Run 1, nets reached from selected ports:
The bar under the picture is 10 um long.
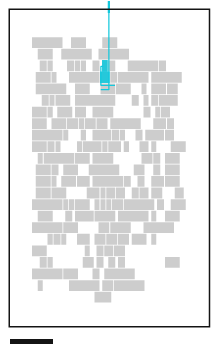
Run 1, met2 routing:
The bar under the picture is 10 um long.
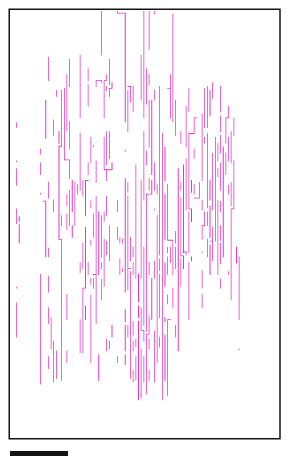
Run 1, where the registers sit:
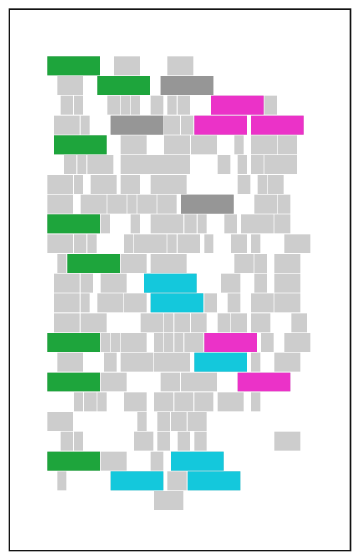
Run 1, signal wires by layer:
Two of the layers only.
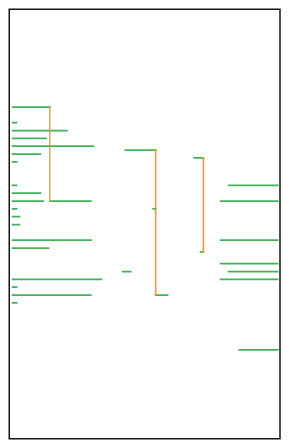
<file path="config.mk">
export PLATFORM = sky130hd
export DESIGN_NAME = fifo_burst_reader
export DESIGN_NICKNAME = d
export VERILOG_FILES = /design/src/rtl/fifo_burst_pkg.sv /design/src/rtl/fifo_burst_reader.sv
export SDC_FILE = /design/constraint.sdc
export NUM_CORES = 1
export LEC_CHECK = 0
export CORE_ASPECT_RATIO = 1.75
export CORE_MARGIN = 5
export CORE_UTILIZATION = 46
export CTS_CLUSTER_DIAMETER = 120
export DETAILED_ROUTE_END_ITERATION = 8
export GPL_ROUTABILITY_DRIVEN = 0
export PLACE_DENSITY = 0.78
export REMOVE_ABC_BUFFERS = 1
export SYNTH_ARGS = -nofsm -noshare
export SYNTH_HDL_FRONTEND = slang
export SYNTH_SLANG_ARGS = --single-unit
</file>
<file path="constraint.sdc">
create_clock -name clk -period 2.4 [get_ports clk]
set_input_delay 0.36 -clock clk [delete_from_list [all_inputs] [get_ports clk]]
set_output_delay 0.36 -clock clk [all_outputs]
set_load 0.01 [all_outputs]
</file>
<file path="src/rtl/fifo_burst_pkg.sv">
// Shared types and elaboration helpers for the FIFO burst reader.
package fifo_burst_pkg;

    // Reader control states: waiting for a burst trigger, or draining a burst.
    typedef enum logic {
        IDLE  = 1'b0,
        BURST = 1'b1
    } burst_state_e;

    // A burst can never be longer than the FIFO that feeds it.
    function automatic bit burst_len_ok(input int unsigned burst_len,
                                        input int unsigned fifo_depth);
        return (burst_len >= 1) && (burst_len <= fifo_depth);
    endfunction

endpackage

</file>
<file path="src/rtl/fifo_burst_reader.sv">
// Read-side master for a show-ahead FIFO: pops words and emits them as
// fixed-length valid/ready bursts with a last marker, or as a short flush
// burst once a partial fill has waited TIMEOUT cycles.
module fifo_burst_reader
    import fifo_burst_pkg::*;
#(
    parameter type         DTYPE      = logic [7:0],
    parameter int unsigned FIFO_DEPTH = 32,
    parameter int unsigned ADDR_WIDTH = $clog2(FIFO_DEPTH),
    parameter int unsigned BURST_LEN  = 8,
    parameter int unsigned TIMEOUT    = 16
) (
    input  logic                clk,
    input  logic                rst,
    input  logic                en,
    output logic                fifo_ren,
    input  DTYPE                fifo_rdata,
    input  logic                fifo_empty,
    input  logic [ADDR_WIDTH:0] fifo_count,
    output logic                m_valid,
    input  logic                m_ready,
    output DTYPE                m_data,
    output logic                m_last,
    output logic                busy
);

    // A zero TIMEOUT still needs a one-bit counter so the logic stays legal.
    localparam int unsigned         WAIT_W      = (TIMEOUT > 0) ? $clog2(TIMEOUT + 1) : 1;
    localparam bit                  FLUSH_EN    = (TIMEOUT != 0);
    localparam logic [WAIT_W-1:0]   WAIT_MAX    = (TIMEOUT > 0) ? WAIT_W'(TIMEOUT - 1) : '0;
    localparam logic [ADDR_WIDTH:0] BURST_LEN_C = (ADDR_WIDTH + 1)'(BURST_LEN);
    localparam logic [ADDR_WIDTH:0] ONE_BEAT    = (ADDR_WIDTH + 1)'(1);

    if (!burst_len_ok(BURST_LEN, FIFO_DEPTH)) begin : g_bad_burst_len
        $error("fifo_burst_reader: BURST_LEN must lie in 1..FIFO_DEPTH");
    end

    burst_state_e        state;
    logic [ADDR_WIDTH:0] beats_left;
    logic [WAIT_W-1:0]   wait_cnt;
    logic                load;

    // Pop when the output register is free or draining this cycle. Reset
    // masks the pop so words behind an abandoned burst stay in the FIFO.
    assign load     = !rst && (state == BURST) && (!m_valid || m_ready)
                      && (beats_left != '0) && !fifo_empty;
    assign fifo_ren = load;
    assign busy     = (state == BURST);

    // Burst control FSM with the registered output stage folded in.
    always_ff @(posedge clk) begin
        if (rst) begin
            state      <= IDLE;
            beats_left <= '0;
            wait_cnt   <= '0;
            m_valid    <= 1'b0;
            m_last     <= 1'b0;
            m_data     <= '0;
        end else begin
            if (m_valid && m_ready && !load) begin
                m_valid <= 1'b0;
                m_last  <= 1'b0;
            end

            case (state)
                IDLE: begin
                    if (en && (fifo_count >= BURST_LEN_C)) begin
                        beats_left <= BURST_LEN_C;
                        wait_cnt   <= '0;
                        state      <= BURST;
                    end else if (en && !fifo_empty && FLUSH_EN && (wait_cnt == WAIT_MAX)) begin
                        beats_left <= fifo_count;
                        wait_cnt   <= '0;
                        state      <= BURST;
                    end else if (en && !fifo_empty) begin
                        if (wait_cnt != WAIT_MAX) begin
                            wait_cnt <= wait_cnt + 1'b1;
                        end
                    end else begin
                        wait_cnt <= '0;
                    end
                end

                BURST: begin
                    if (load) begin
                        m_data     <= fifo_rdata;
                        m_valid    <= 1'b1;
                        m_last     <= (beats_left == ONE_BEAT);
                        beats_left <= beats_left - 1'b1;
                        if (beats_left == ONE_BEAT) begin
                            state <= IDLE;
                        end
                    end
                end

                default: state <= IDLE;
            endcase
        end
    end

    // The FIFO must never run dry while beats are still owed.
    burst_never_sees_empty: assert property (
        @(posedge clk) disable iff (rst)
        ((state == BURST) && (beats_left != '0)) |-> !fifo_empty
    );

endmodule

</file>
==> out/results.tsv, run 1 <==
metric	value	unit
leakage dissipation	0.535	nW
Logic pwr share	19.3	%
die area	3470	um^2
critical path startpoint	beats_left[2]$_SDFFE_PP0P_	
Slew Limit Headroom	70.0	%
area share, top type	40.5	%
final instance area	1470	um^2
status	finished, final reports clean	
Post-layout nets	186	
IO Pins	31	
n_diodes	0	
CP Launch Type	register	
Yosys cell types	36	
top power consumer group	registers	
Comb power	0.160	mW
clock network power	0.269	mW
Placed Cells	182	
initial antenna violation count	0	
post-route worst setup slack	0.0871	ns
EDFF count, synth	0	
Pre-Place Util	47.8	%
Fin. Hold Viols	0	
clk ins delay skew pair	0.27	ns
core area	2270	um^2
setup TNS	0	ns
hold path cells	2	
Arr. time, crit path	1.95	ns
Worst-Margin Slew	0.446	ns
multi-input combinational area share	39.6	%
final clock period utilization by the worst path	96.4	%
post-route ant nets	0	
row cnt	23	
grt total ovfl	0	
PostCTS Resize Cnt	0	
inverters	8	
Setup crit end kind	primary output	
reg2reg start	wait_cnt[0]$_SDFFE_PP0P_	
Back to the opening pictures, 'nets reached from selected ports':
legend:
  m_ready:
    colour: cyan
    bits: 1
    direction: input
    edge: north
    end_cells: 2
    buffers: 1
    wire: 28.4 um

Back to the opening pictures, 'met2 routing':
longest straight run: 46.2 um
nets with wire on the layer: 160
wire length on this layer: 1,420 um
main direction: vertical
detailed-route via count: 1,094
WL final: 2.76 mm

Back to the opening pictures, 'where the registers sit':
legend:
  m_data:
    colour: green
    placed_flops: 8
  wait_cnt:
    colour: magenta
    placed_flops: 5
  beats_left:
    colour: cyan
    placed_flops: 6
final core utilization: 64.6%
FF+latch area: 440 um^2
flop share of the area: 30.0%
P_seq: 0.400 mW

Back to the opening pictures, 'signal wires by layer':
legend:
  metal 3:
    colour: green
    wire_length: 187 um
  metal 4:
    colour: orange
    wire_length: 57.8 um

-- run 1: worst max-delay path, stage by stage (launching register included) --
cell and delay, ns:
dfxtp_1 0.37, or4_4 0.57, o2111ai_4 0.21, inv_2 0.05
clkdlybuf4s50_1 0.48
-- run 1: metal layers --
metal	up-vias	wire length, um	track usage [%]
met1	525	1100	17.8
met4	0	57	8.00
li1	529	-	-
met3	7	186	4.60
met2	33	1420	30.2
met5	-	0	0
-- run 1: kinds of logic after synthesis --
group / Yosys count / share of synthesized area, %
flops: 22 / 40.5
simple gates: 51 / 23.6
fa+ha+maj: 5 / 5.75
mux: 1 / 0.921
buf+inv: 15 / 5.98
xor+xnor: 1 / 0.806
compound gates: 35 / 22.4
==> run 1 -> run 2 <==
CORE_ASPECT_RATIO = default   (was 1.75)
GPL_ROUTABILITY_DRIVEN = default   (was 0)
Run 2, nets reached from selected ports:
The bar under the picture is 20 um long.
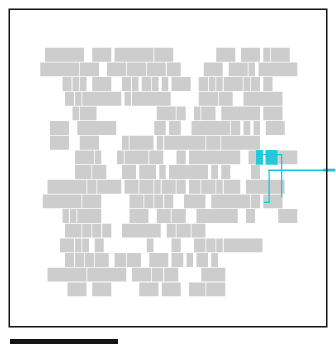
legend:
  m_ready:
    colour: cyan
    bits: 1
    direction: input
    edge: east
    end_cells: 2
    buffers: 1
    wire: 30.4 um

==> run 2 against run 1 <==
Net effect: global-route usage up 0.27 points; utilization grew 0.32 points; via count is 3.0% lower; critical path type unchanged.
==> out/results.tsv, run 2 <==
metric	value	unit	change
status	finished, final reports clean		
setup TNS	0	ns	unchanged
multi-input combinational area share	40.1	%	+0.51 points
grt total ovfl	0		unchanged
area fraction in compound gates	22.4	%	unchanged
Top Family by Delay on Critical Path	simple AND/OR/NAND/NOR gates		
final clock period utilization by the worst path	96.5	%	+0.10 points
met3 Usage GRT	4.39	%	-0.21 points
core area	2230	um^2	-1.8%
Yosys cell types	36		unchanged
area share, top type	40.5	%	unchanged
Worst path slowest cell	or4_4		
detailed-route via count	1061		-3.0%
Post-layout nets	187		+0.54%
flop share of the area	30.5	%	+0.56 points
Logic pwr share	22.2	%	+2.9 points
IO Pins	31		unchanged
routed wl met3	117	um	-37%
top power consumer group	registers		
Setup crit end kind	primary output		
WL final	2.67	mm	-3.3%
Mux area share	0.921	%	unchanged
clk ins delay skew pair	0.31	ns	+0.04 ns
Worst-Margin Slew	0.508	ns	+0.0614 ns
CP Launch Type	register		
post-route ant nets	0		unchanged
CP Cell Sequence	or4_4 > o2111ai_4 > inv_2 > clkdlybuf4s50_1		
Worst Path Buf+Inv	2		unchanged
XOR Share, Synth	0.806	%	unchanged
-- run 2: timing repair --
| action | 4_1_cts | 5_1_grt |
|---|---|---|
| endpoints found under the hold margin | 0 | 0 |
| gates resized | 0 | 2 |
| endpoints found under the setup margin | 0 | 1 |
-- run 2: stage by stage --
stage / hold slack [ns] / power (mW) / area (um^2) / cells / utilization, %
after floorplan: 0.429 / 0.491 / 1050 / 123 / -
after global placement: 0.441 / 0.561 / 1430 / 186 / 63.8
after detailed placement: 0.447 / 0.568 / 1430 / 186 / 63.8
after CTS: 0.464 / 0.731 / 1450 / 189 / 64.8
after global routing: 0.481 / 0.774 / 1450 / 189 / 64.9
final: 0.461 / 0.727 / 1450 / 189 / 64.9
No activity file was given, so power comes from the tool's default toggle rates.
